`src/rtl/sfq_splitter_tree_clk.sv`:
```
`default_nettype none
// ============================================================================
// Module      : sfq_splitter_tree_clk
// Description : Clocked SFQ splitter tree. Accepts one toggle-encoded pulse
//               stream, stores pulses in a small flux-storage counter and
//               re-emits them on NOUT toggle-encoded outputs, either as a
//               broadcast to every enabled output or round-robin to one
//               enabled output per issue.
//               Optional macro SFQ_PULSE_STATS_EN adds saturating 16-bit
//               issued/dropped pulse counters as extra output ports.
// Revision    : 1.0 - initial release
// ============================================================================
module sfq_splitter_tree_clk #(
  parameter int NOUT  = 4,   // number of outputs, 2..16
  parameter int DEPTH = 1,   // maximum stored pulses, 1..15
  parameter int CW    = 4    // pending counter width, 2**CW > DEPTH
) (
  input  logic            clk,
  input  logic            rst,
  input  logic            in,
  input  logic            mode,
  input  logic [NOUT-1:0] en_mask,
  output logic [NOUT-1:0] out,
  output logic [CW-1:0]   pending,
`ifdef SFQ_PULSE_STATS_EN
  output logic            overflow,
  output logic [15:0]     issued_cnt,
  output logic [15:0]     dropped_cnt
`else
  output logic            overflow
`endif
);

  // Pointer width: enough bits to name every output.
  localparam int PW = (NOUT > 1) ? $clog2(NOUT) : 1;

  localparam logic [CW-1:0] C_DEPTH    = CW'(DEPTH);
  localparam logic [CW-1:0] C_ONE      = CW'(1);
  localparam logic [PW:0]   C_NOUT     = (PW+1)'(NOUT);
  localparam logic [PW-1:0] C_LAST_IDX = PW'(NOUT - 1);
  localparam logic [NOUT-1:0] C_BIT0   = {{(NOUT-1){1'b0}}, 1'b1};

  // Sampled copy of the input level; a difference marks one pulse.
  logic            in_q;
  // Round-robin pointer: the first output considered at the next issue.
  logic [PW-1:0]   ptr;

  logic            acc;        // a pulse arrived this cycle
  logic            iss;        // a stored pulse is emitted this cycle
  logic            full;       // counter is at DEPTH
  logic            drop;       // arriving pulse cannot be stored
  logic [PW-1:0]   rr_idx;     // round-robin target output
  logic [PW-1:0]   rr_next;    // pointer value after serving rr_idx
  logic [NOUT-1:0] rr_onehot;  // toggle vector for round-robin issue
  logic [NOUT-1:0] toggle_vec; // outputs that change level this cycle
  logic [CW-1:0]   pending_nx;

  // Pulse detection and issue/drop decisions from pre-edge state.
  always_comb begin
    acc  = in ^ in_q;
    iss  = (pending != '0) && (|en_mask);
    full = (pending == C_DEPTH);
    drop = acc && !iss && full;
  end

  // Round-robin search: first enabled output at or after ptr, wrapping.
  always_comb begin
    logic         found;
    logic [PW:0]  cand;
    found  = 1'b0;
    cand   = '0;
    rr_idx = ptr;
    for (int k = 0; k < NOUT; k++) begin
      cand = {1'b0, ptr} + (PW+1)'(k);
      if (cand >= C_NOUT) begin
        cand = cand - C_NOUT;
      end
      if (!found && en_mask[cand[PW-1:0]]) begin
        found  = 1'b1;
        rr_idx = cand[PW-1:0];
      end
    end
  end

  // Next pointer and the one-hot toggle for the round-robin target.
  always_comb begin
    rr_next   = (rr_idx == C_LAST_IDX) ? '0 : (rr_idx + PW'(1));
    rr_onehot = C_BIT0 << rr_idx;
  end

  // Which outputs toggle: all enabled ones (broadcast) or one target.
  always_comb begin
    toggle_vec = '0;
    if (iss) begin
      toggle_vec = mode ? rr_onehot : en_mask;
    end
  end

  // Pending counter arithmetic; an accept that coincides with an issue nets zero.
  always_comb begin
    pending_nx = pending;
    if (acc && !iss && !full) begin
      pending_nx = pending + C_ONE;
    end else if (!acc && iss) begin
      pending_nx = pending - C_ONE;
    end
  end

  // Core state: input sample, outputs, counter, pointer and sticky overflow.
  always_ff @(posedge clk or posedge rst) begin
    if (rst) begin
      in_q     <= 1'b0;
      out      <= '0;
      pending  <= '0;
      ptr      <= '0;
      overflow <= 1'b0;
    end else begin
      in_q    <= in;
      out     <= out ^ toggle_vec;
      pending <= pending_nx;
      if (iss && mode) begin
        ptr <= rr_next;
      end
      if (drop) begin
        overflow <= 1'b1;
      end
    end
  end

`ifdef SFQ_PULSE_STATS_EN
  // Saturating statistics: one count per issue cycle and per dropped pulse.
  always_ff @(posedge clk or posedge rst) begin
    if (rst) begin
      issued_cnt  <= '0;
      dropped_cnt <= '0;
    end else begin
      if (iss && (issued_cnt != 16'hFFFF)) begin
        issued_cnt <= issued_cnt + 16'd1;
      end
      if (drop && (dropped_cnt != 16'hFFFF)) begin
        dropped_cnt <= dropped_cnt + 16'd1;
      end
    end
  end
`else
  // Without statistics there is no extra state; the decisions above suffice.
`endif

endmodule
`default_nettype wire

```
`config.mk`:
```
export PLATFORM = sky130hd
export DESIGN_NAME = sfq_splitter_tree_clk
export DESIGN_NICKNAME = d
export VERILOG_FILES = /design/src/rtl/sfq_splitter_tree_clk.sv
export SDC_FILE = /design/constraint.sdc
export NUM_CORES = 1
export LEC_CHECK = 0
export CAP_MARGIN = 10
export CORE_MARGIN = 5
export CORE_UTILIZATION = 45
export CTS_CLUSTER_SIZE = 24
export DETAILED_ROUTE_END_ITERATION = 10
export PLACE_DENSITY = 0.75
export SYNTH_ARGS = -nofsm -noshare
export SYNTH_HDL_FRONTEND = slang
export SYNTH_SLANG_ARGS = --single-unit
```
`constraint.sdc`:
```
create_clock -name clk -period 4.1 [get_ports clk]
set_input_delay 0.41 -clock clk [delete_from_list [all_inputs] [get_ports clk]]
set_output_delay 0.41 -clock clk [all_outputs]
set_load 0.05 [all_outputs]
```
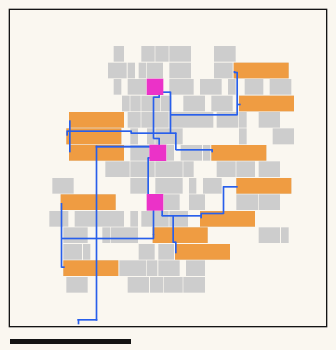
Fig. 1. Clock distribution (run 1).
The bar under the picture is 20 um long.
Blue marks clock wires, length 184 um. Magenta marks clock-net drivers, count 3. Orange marks flip-flops, count 12.
There are 4 routed clock nets.
Clk. pwr: 0.0724 mW
worst-skew pair later-pin latency: 270 ps

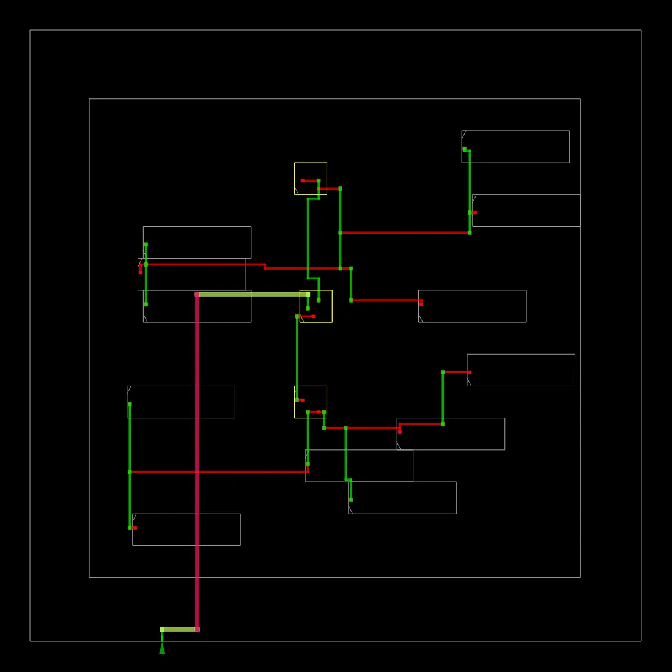
Fig. 2. Clock wiring as the flow saved it (run 1).
Seq cells: 12
clkbuf count: 3
CTS buffer count: 3
CTS Sinks: 12

==> impl_metrics.csv, run 1 <==
group,metric,value,unit
status,status,"complete, no violations",
cells_and_area,final_common_cell,"clkdlybuf4s50_1",
clock_tree,hold_buffers,0,
power,power_frac_seq,0.293,
cells_and_area,lay_top_cells,"clkdlybuf4s50_1 (16), dfrtp_1 (12), inv_1 (8), ha_1 (8), nor2_1 (6)",
worst_setup_path,cpLargestDelayFamily,"buffers and inverters",
cells_and_area,final_layout_size_suffix_gt1_frac,0.128,
synth,ys.flop_type,"dfrtp_1",
worst_setup_path,r2r_start,"pending[1]",
drt,m1WireLength,689,um
synth,async_flop_share,1.00,
cells_and_area,stdcell_count,119,
worst_setup_path,path_depth,7,
cells_and_area,largest_class,"multi-input combinational cells",
clock_tree,cts_tree,"done",
synth,synthTopLogicFamily,"AND-OR/OR-AND gates",
placement,place_congestion,0.765,
final_timing,layout_min_cycle_time,2080,ps
worst_setup_path,crit_path_top_delay_cell,"clkdlybuf4s50_1",
synth,synthCells,76,
cells_and_area,nonClkBufAreaFrac,0.159,
cells_and_area,stdcell_area,0.00101,mm2
drt,top_layer_used,"met4",
drt,wl_per_cell,12.7,um
drt,finalWirelength,1510,um
final_timing,finalSetupViolCount,0,
cells_and_area,antenna_cells,0,
placement,port_buffers,16,
worst_setup_path,path_cells,"clkdlybuf4s50_1 > nor2b_1 > a21oi_1 > o221ai_1 > inv_1 > ha_1 > mux2_2",
drt,drt_first_pass_iters,4,
power,total_power,0.813,mW
global_route,grt_max_degree,13,
power,power.share.switching,0.491,
final_timing,setup_tns,0,ps
final_timing,drv_slew,0,
clock_tree,root_buffer,"clkbuf_4",
placement,hpwl,1190,um
synth,synth.avg_cell_area,10.5,um2
global_route,grt_use_met3,0.0201,
cells_and_area,fill_cells,143,
drt,wl_met2,727,um
clock_tree,path_clk_slew,80,ps
final_timing,final_hold_viol_count,0,
clock_tree,post_cts_resize_count,0,
floorplan,rows,15,
power,internal-power,0.413,mW
final_timing,rsz0062_at_grt,"false",
final_timing,fin_worst_skew,5.11,ps
clock_tree,clockBufferDepth,2,
floorplan,die_h,52.1,um
power,peakVddDrop,0.000537,V
synth,synth_area,798,um2
worst_setup_path,arrival,2240,ps
synth,synth-simple-area-share,0.124,
global_route,busiest_layer,"met2",
worst_setup_path,critPathLaunch,"en_mask[2]",
cells_and_area,comb_cells,55,
synth,most_common_cell,"dfrtp_1",
worst_setup_path,start_kind,"input pin",
worst_setup_path,required,4260,ps
worst_setup_path,end_kind,"flop",
worst_setup_path,ff2ff_path_depth,6,
drt,drt_iter0_drc,7,
global_route,grt_pass1_vias,591,
final_timing,slew_headroom,0.667,
synth,ys_seq_frac,0.376,
global_route,grt_usage,0.126,
clock_tree,cts_setup_buffers,0,
global_route,grt_first_pass_wirelength,2510,um
synth,yosysWarnings,0,
clock_tree,cts-htree-levels,1,
flow_run,log.warning_count,32,
cells_and_area,biggestRegsByFlops,"out x4, pending x4, ptr x2",
worst_setup_path,cp_max_fo,6,
hold_path,min-delay-path-class,"in -> async",
cells_and_area,final-clk-cell-share,0.0223,
worst_setup_path,crit_type,"in -> reg",
synth,synth_top_area_share,0.376,
worst_setup_path,crit_buf_inv,2,
final_timing,worst_slew_pin_slew,497,ps
global_route,grtUsageMet2,0.197,
drt,dr_wl_met3,61,um
worst_setup_path,crit_path_end,"ptr[1]",
placement,postPlaceCellArea,986,um2
flow_run,drv_cap,0,
placement,placedCellCount,116,
cells_and_area,sh_comb_area,0.460,
synth,edf_count,0,
synth,ys_sh_xor,0.0987,
floorplan,io_pins,17,
final_timing,setup_slack,2020,ps
synth,topCellsByArea,"dfrtp_1 (38%), ha_1 (13%), mux2i_1 (6.3%)",
power,pwr_density_cell,806,mW/mm2
synth,common_cells,"dfrtp_1 (12), ha_1 (8), inv_1 (8), nor2_1 (6)",
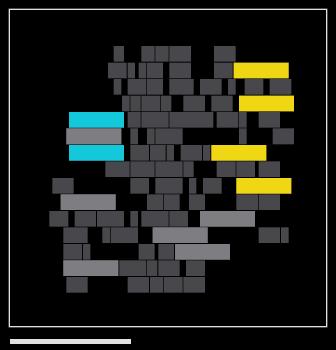
Fig. 3. Sequential cells grouped by signal name (run 1).
The bar under the picture is 20 um long.
Yellow marks `out`, sequential cells 4. Cyan marks `ptr`, sequential cells 2.
Another 6 sequential cells are not coloured.
sequential cell area: 300 um2
Seq group: 0.238 mW
post-route core utilization: 0.590
Seq/total area: 0.298

==> inputs of run 2 (changes only) <==
==> constraint.sdc (replaced) <==
create_clock -name clk -period 2.16 [get_ports clk]
set_input_delay 0.216 -clock clk [delete_from_list [all_inputs] [get_ports clk]]
set_output_delay 0.216 -clock clk [all_outputs]
set_load 0.05 [all_outputs]
==> impl_metrics.csv, run 2 <==
group,metric,value,unit
clock_tree,clk_latency,270,ps
clock_tree,clockBufferDepth,2,
cells_and_area,stdcell_count,121,
global_route,grt_use_met3,0.0229,
synth,synth-simple-area-share,0.124,
final_timing,worst_slew_pin_slew,496,ps
final_timing,finalSetupViolCount,0,
placement,port_buffers,16,
synth,mux_area_frac,0.105,
final_timing,final_hold_viol_count,0,
placement,hpwl,1200,um
synth,ys_sh_xor,0.0987,
clock_tree,path_clk_slew,80,ps
status,status,"complete, no violations",
cells_and_area,sh_comb_area,0.451,
drt,dr_wl_met3,75,um
worst_setup_path,crit_path_top_delay_cell,"or3b_2",
synth,synthCells,76,
cells_and_area,nNetsFinal,113,
drt,route.detailed.drc,0,
power,p_sw,0.767,mW
final_timing,layout_min_cycle_time,2010,ps
drt,drt_iter0_drc,25,
drt,top_layer_used,"met4",
flow_run,log.warning_count,32,
power,power_frac_seq,0.280,
worst_setup_path,arrival,2170,ps
final_timing,rsz0062_at_grt,"false",
cells_and_area,final-clk-cell-share,0.0352,
clock_tree,cts_setup_buffers,0,
global_route,grt_pass1_vias,597,
global_route,busiest_layer,"met2",
synth,common_cells,"dfrtp_1 (12), ha_1 (8), inv_1 (8), nor2_1 (6)",
drt,wl_met2,693,um
worst_setup_path,reg2reg_slack,150,ps
final_timing,drv_slew,0,
placement,placedCellCount,117,
synth,ys.flop_type,"dfrtp_1",
global_route,grt_usage,0.129,
power,pwr_density_cell,1550,mW/mm2
clock_tree,cts-htree-levels,1,
worst_setup_path,cp_max_fo,5,
synth,synthTopLogicFamily,"AND-OR/OR-AND gates",
cells_and_area,final.clkbuf_count,4,
cells_and_area,biggestRegsByFlops,"out x4, pending x4, ptr x2",
synth,synth_area,798,um2
worst_setup_path,start_kind,"flop",
cells_and_area,largest_class,"multi-input combinational cells",
cells_and_area,antenna_cells,0,
cells_and_area,utilization,0.603,
final_timing,slew_headroom,0.668,
worst_setup_path,critPathLaunch,"pending[1]",
power,total_power,1.60,mW
power,power.share.switching,0.479,
placement,place_congestion,0.772,
final_timing,setup_slack,154,ps
cells_and_area,final_common_cell,"clkdlybuf4s50_1",
cells_and_area,comb_cells,55,
worst_setup_path,r2r_start,"pending[1]",
global_route,grtUsageMet2,0.203,
cells_and_area,final_layout_size_suffix_gt1_frac,0.146,
hold_path,min-delay-path-class,"in -> async",
synth,topCellsByArea,"dfrtp_1 (38%), ha_1 (13%), mux2i_1 (6.3%)",
worst_setup_path,path_depth,6,
worst_setup_path,path_cells,"inv_1 > ha_1 > or3b_2 > a211oi_4 > a22oi_1 > xnor2_1",
synth,yosysWarnings,0,
clock_tree,root_buffer,"clkbuf_4",
floorplan,io_pins,17,
clock_tree,numCtsBuffers,3,
worst_setup_path,ff2ff_path_depth,6,
worst_setup_path,crit_path_end,"pending[3]",
power,internal-power,0.834,mW
worst_setup_path,required,2320,ps
worst_setup_path,crit_buf_inv,1,
placement,postPlaceCellArea,993,um2
drt,drt_first_pass_iters,4,
global_route,grt_max_degree,13,
global_route,grt_first_pass_wirelength,2570,um
floorplan,die_h,52.1,um
worst_setup_path,end_kind,"flop",
drt,m1WireLength,664,um
cells_and_area,nonClkBufAreaFrac,0.163,
clock_tree,hold_buffers,0,
clock_tree,cts_tree,"done",
global_route,antenna_found_initial,0,
final_timing,fmax,498,MHz
cells_and_area,fill_cells,141,
clock_tree,post_cts_resize_count,0,
flow_run,drv_cap,0,
cells_and_area,seq_cell_count,12,
drt,wl_per_cell,12.0,um
cells_and_area,lay_top_cells,"clkdlybuf4s50_1 (16), dfrtp_1 (12), inv_1 (8), ha_1 (8), nor2_1 (6)",
final_timing,fin_worst_skew,0.808,ps
cells_and_area,flop_area,300,um2
synth,edf_count,0,
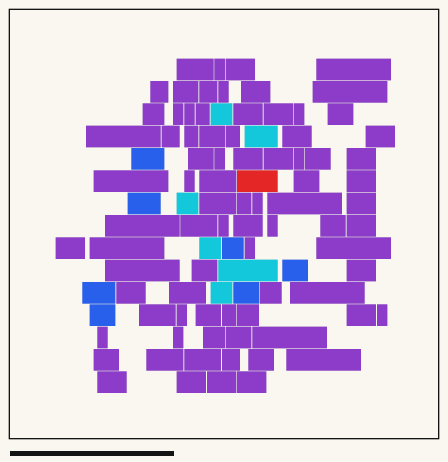
Fig. 4. Drive-strength map (run 2).
The bar under the picture is 20 um long.
Blue marks x2, cells 7, share 7.3%. Purple marks x1 and smaller, cells 82, share 85%. Cyan marks x3 and x4, cells 6, share 6.3%. Red marks x6 and larger, cells 1, share 1.0%.
Design Area, Final: 0.00103 mm2
Non-CTS buffers: 17

==> inputs of run 3 (changes only) <==
--- a/config.mk
+++ b/config.mk
@@ -5,12 +5,13 @@
 export SDC_FILE = /design/constraint.sdc
 export NUM_CORES = 1
 export LEC_CHECK = 0
+export ABC_AREA = 1
 export CAP_MARGIN = 10
 export CORE_MARGIN = 5
 export CORE_UTILIZATION = 45
 export CTS_CLUSTER_SIZE = 24
 export DETAILED_ROUTE_END_ITERATION = 10
-export PLACE_DENSITY = 0.75
+export PLACE_DENSITY = 0.72
 export SYNTH_ARGS = -nofsm -noshare
 export SYNTH_HDL_FRONTEND = slang
 export SYNTH_SLANG_ARGS = --single-unit
==> impl_metrics.csv, run 3 <==
group,metric,value,unit
drt,top_layer_used,"met4",
synth,synthAdderAreaFrac,0.0976,
synth,synthTopLogicFamily,"simple AND/OR/NAND/NOR gates",
clock_tree,clock-sinks,12,
clock_tree,cts_setup_buffers,0,
global_route,grt_usage,0.148,
cells_and_area,nonClkBufAreaFrac,0.153,
power,power.leakage,0.681,nW
floorplan,chipArea,0.00334,mm2
final_timing,drv_slew,0,
final_timing,final_hold_viol_count,0,
synth,mux_area_frac,0,
drt,drt_iter0_drc,27,
worst_setup_path,cpLargestDelayFamily,"simple AND/OR/NAND/NOR gates",
global_route,grt-ovfl-total,0,
power,p_comb,1.62,mW
drt,vias,995,
worst_setup_path,reg2reg_slack,140,ps
synth,synth_flops,12,
cells_and_area,nNetsFinal,190,
synth,ys_seq_frac,0.293,
final_timing,layout_min_cycle_time,2020,ps
clock_tree,hold_buffers,0,
final_timing,fmax,496,MHz
cells_and_area,utilization,0.591,
flow_run,log.warning_count,33,
cells_and_area,lay_top_cells,"nand2_1 (57), inv_1 (16), clkdlybuf4s50_1 (16)",
cells_and_area,final_layout_size_suffix_gt1_frac,0.173,
placement,placedCellCount,197,
worst_setup_path,r2r_start,"ptr[0]",
final_timing,finalSetupViolCount,0,
drt,dr_wl_met3,117,um
placement,hpwl,1820,um
clock_tree,clockBufferDepth,2,
power,power-top-group,"combinational cells",
cells_and_area,fill_cells,206,
global_route,grt_use_met3,0.0490,
cells_and_area,seq_cell_count,12,
synth,post-synth-top-area-cell,"dfrtp_1",
final_timing,slew_headroom,0.665,
clock_tree,cts-htree-levels,1,
final_timing,rsz0062_at_grt,"true",
drt,drt_first_pass_iters,4,
final_timing,fin_worst_skew,2.79,ps
synth,synth_top_area_share,0.293,
cells_and_area,final_common_cell,"nand2_1",
cells_and_area,flop_area,302,um2
clock_tree,path_clk_slew,80,ps
final_timing,setup_slack,145,ps
cells_and_area,final-clk-cell-share,0.0280,
synth,yosysWarnings,0,
placement,place_congestion,0.835,
hold_path,min-delay-path-class,"in -> async",
cells_and_area,buffers,21,
synth,common_cells,"nand2_1 (57), inv_1 (16), dfrtp_1 (12), nand2_2 (12), nand3_1 (11)",
synth,async_flop_share,1.00,
cells_and_area,stdcell_area,0.00129,mm2
drt,antenna_left,0,
power,p_clk_frac,0.079,
cells_and_area,comb_area,647,um2
cells_and_area,stdcell_count,201,
synth,ys.flop_type,"dfrtp_1",
synth,synthCells,150,
final_timing,worst_slew_pin_slew,502,ps
cells_and_area,sh_comb_area,0.500,
drt,route.detailed.drc,0,
worst_setup_path,slowest_delay,450,ps
synth,topCellsByArea,"dfrtp_1 (29%), nand2_1 (21%), ha_1 (9.8%)",
power,p_sw,1.23,mW
clock_tree,root_buffer,"clkbuf_4",
worst_setup_path,path_cells,"buf_4 > nand2_1 > nand3_1 > nand2_2 > nand3_2 > nand2_1 > nand2_1 > nand2_1 > nand2_1 > nand2_1 > ha_1 > nand2_1 > o21ai_0 > nand2_1 > xnor2_1",
synth,synth.avg_cell_area,6.84,um2
drt,wl_per_cell,11.3,um
worst_setup_path,crit_buf_inv,1,
power,power.share.switching,0.547,
global_route,grt_max_degree,13,
floorplan,io_pins,17,
global_route,busiest_layer,"met2",
power,peakVddDrop,0.00115,V
floorplan,fp_util,0.468,
global_route,grt_first_pass_wirelength,3890,um
clock_tree,cts_tree,"done",
worst_setup_path,required,2350,ps
synth,synth-simple-area-share,0.387,
worst_setup_path,crit_type,"reg -> reg",
synth,edf_count,0,
synth,ys_sh_xor,0.0768,
status,status,"complete, no violations",
synth,synth_area,0.00103,mm2
flow_run,drv_cap,0,
power,seq_power,0.455,mW
cells_and_area,antenna_cells,0,
global_route,grtUsageMet2,0.268,
clock_tree,post_cts_resize_count,0,
placement,port_buffers,16,
worst_setup_path,crit_top_cell,"nand2_1",
worst_setup_path,arrival,2210,ps
synth,synth_cell_types,21,
cells_and_area,comb_cells,116,
floorplan,core_region_area,0.00219,mm2
power,pwr_density_cell,1740,mW/mm2
worst_setup_path,ff2ff_path_depth,15,
cells_and_area,largest_class,"multi-input combinational cells",
cells_and_area,biggestRegsByFlops,"out x4, pending x4, ptr x2",
clock_tree,clk_latency,270,ps
power,internal-power,1.02,mW
global_route,grt_pass1_vias,951,
power,power_frac_seq,0.202,
worst_setup_path,critPathLaunch,"ptr[0]",
cells_and_area,final.clkbuf_count,4,
placement,postPlaceCellArea,0.00124,mm2
synth,ys_sh_aoi,0.0585,
worst_setup_path,crit_path_top_delay_cell,"dfrtp_2",
drt,wl_met2,1210,um
floorplan,n_tap_cell,28,
global_route,antenna_found_initial,0,
floorplan,die_h,57.8,um
drt,m1WireLength,901,um
worst_setup_path,end_kind,"flop",
worst_setup_path,crit_path_end,"out[1]",
worst_setup_path,start_kind,"flop",
power,clk-power,0.178,mW
power,total_power,2.25,mW
worst_setup_path,cp_max_fo,5,
clock_tree,numCtsBuffers,3,
worst_setup_path,path_depth,15,
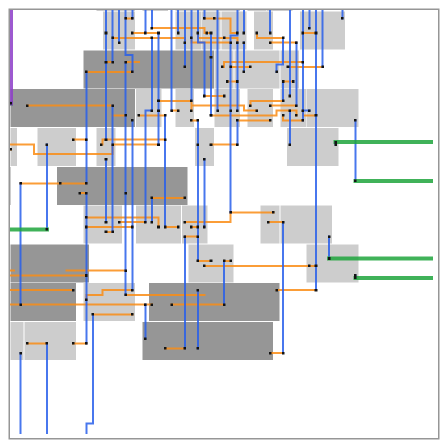
Fig. 5. A small window of the routed layout (run 3).
Region (28, 0) to (58, 30) um. Cells in grey, sequential cells in the stronger grey; small squares are vias.
Purple marks M4. Green marks M3. Orange marks M1. Blue marks M2.
Most frequent: dfrtp_1 (7), clkdlybuf4s50_1 (6), nand3_1 (5). Netlist names of flops here include `pending` (3), `out` (2). Sequential cells in the window: 7. 35 logic cells have their middle in the window.

Power figures rest on the tool's default switching activity, not on a simulated workload.
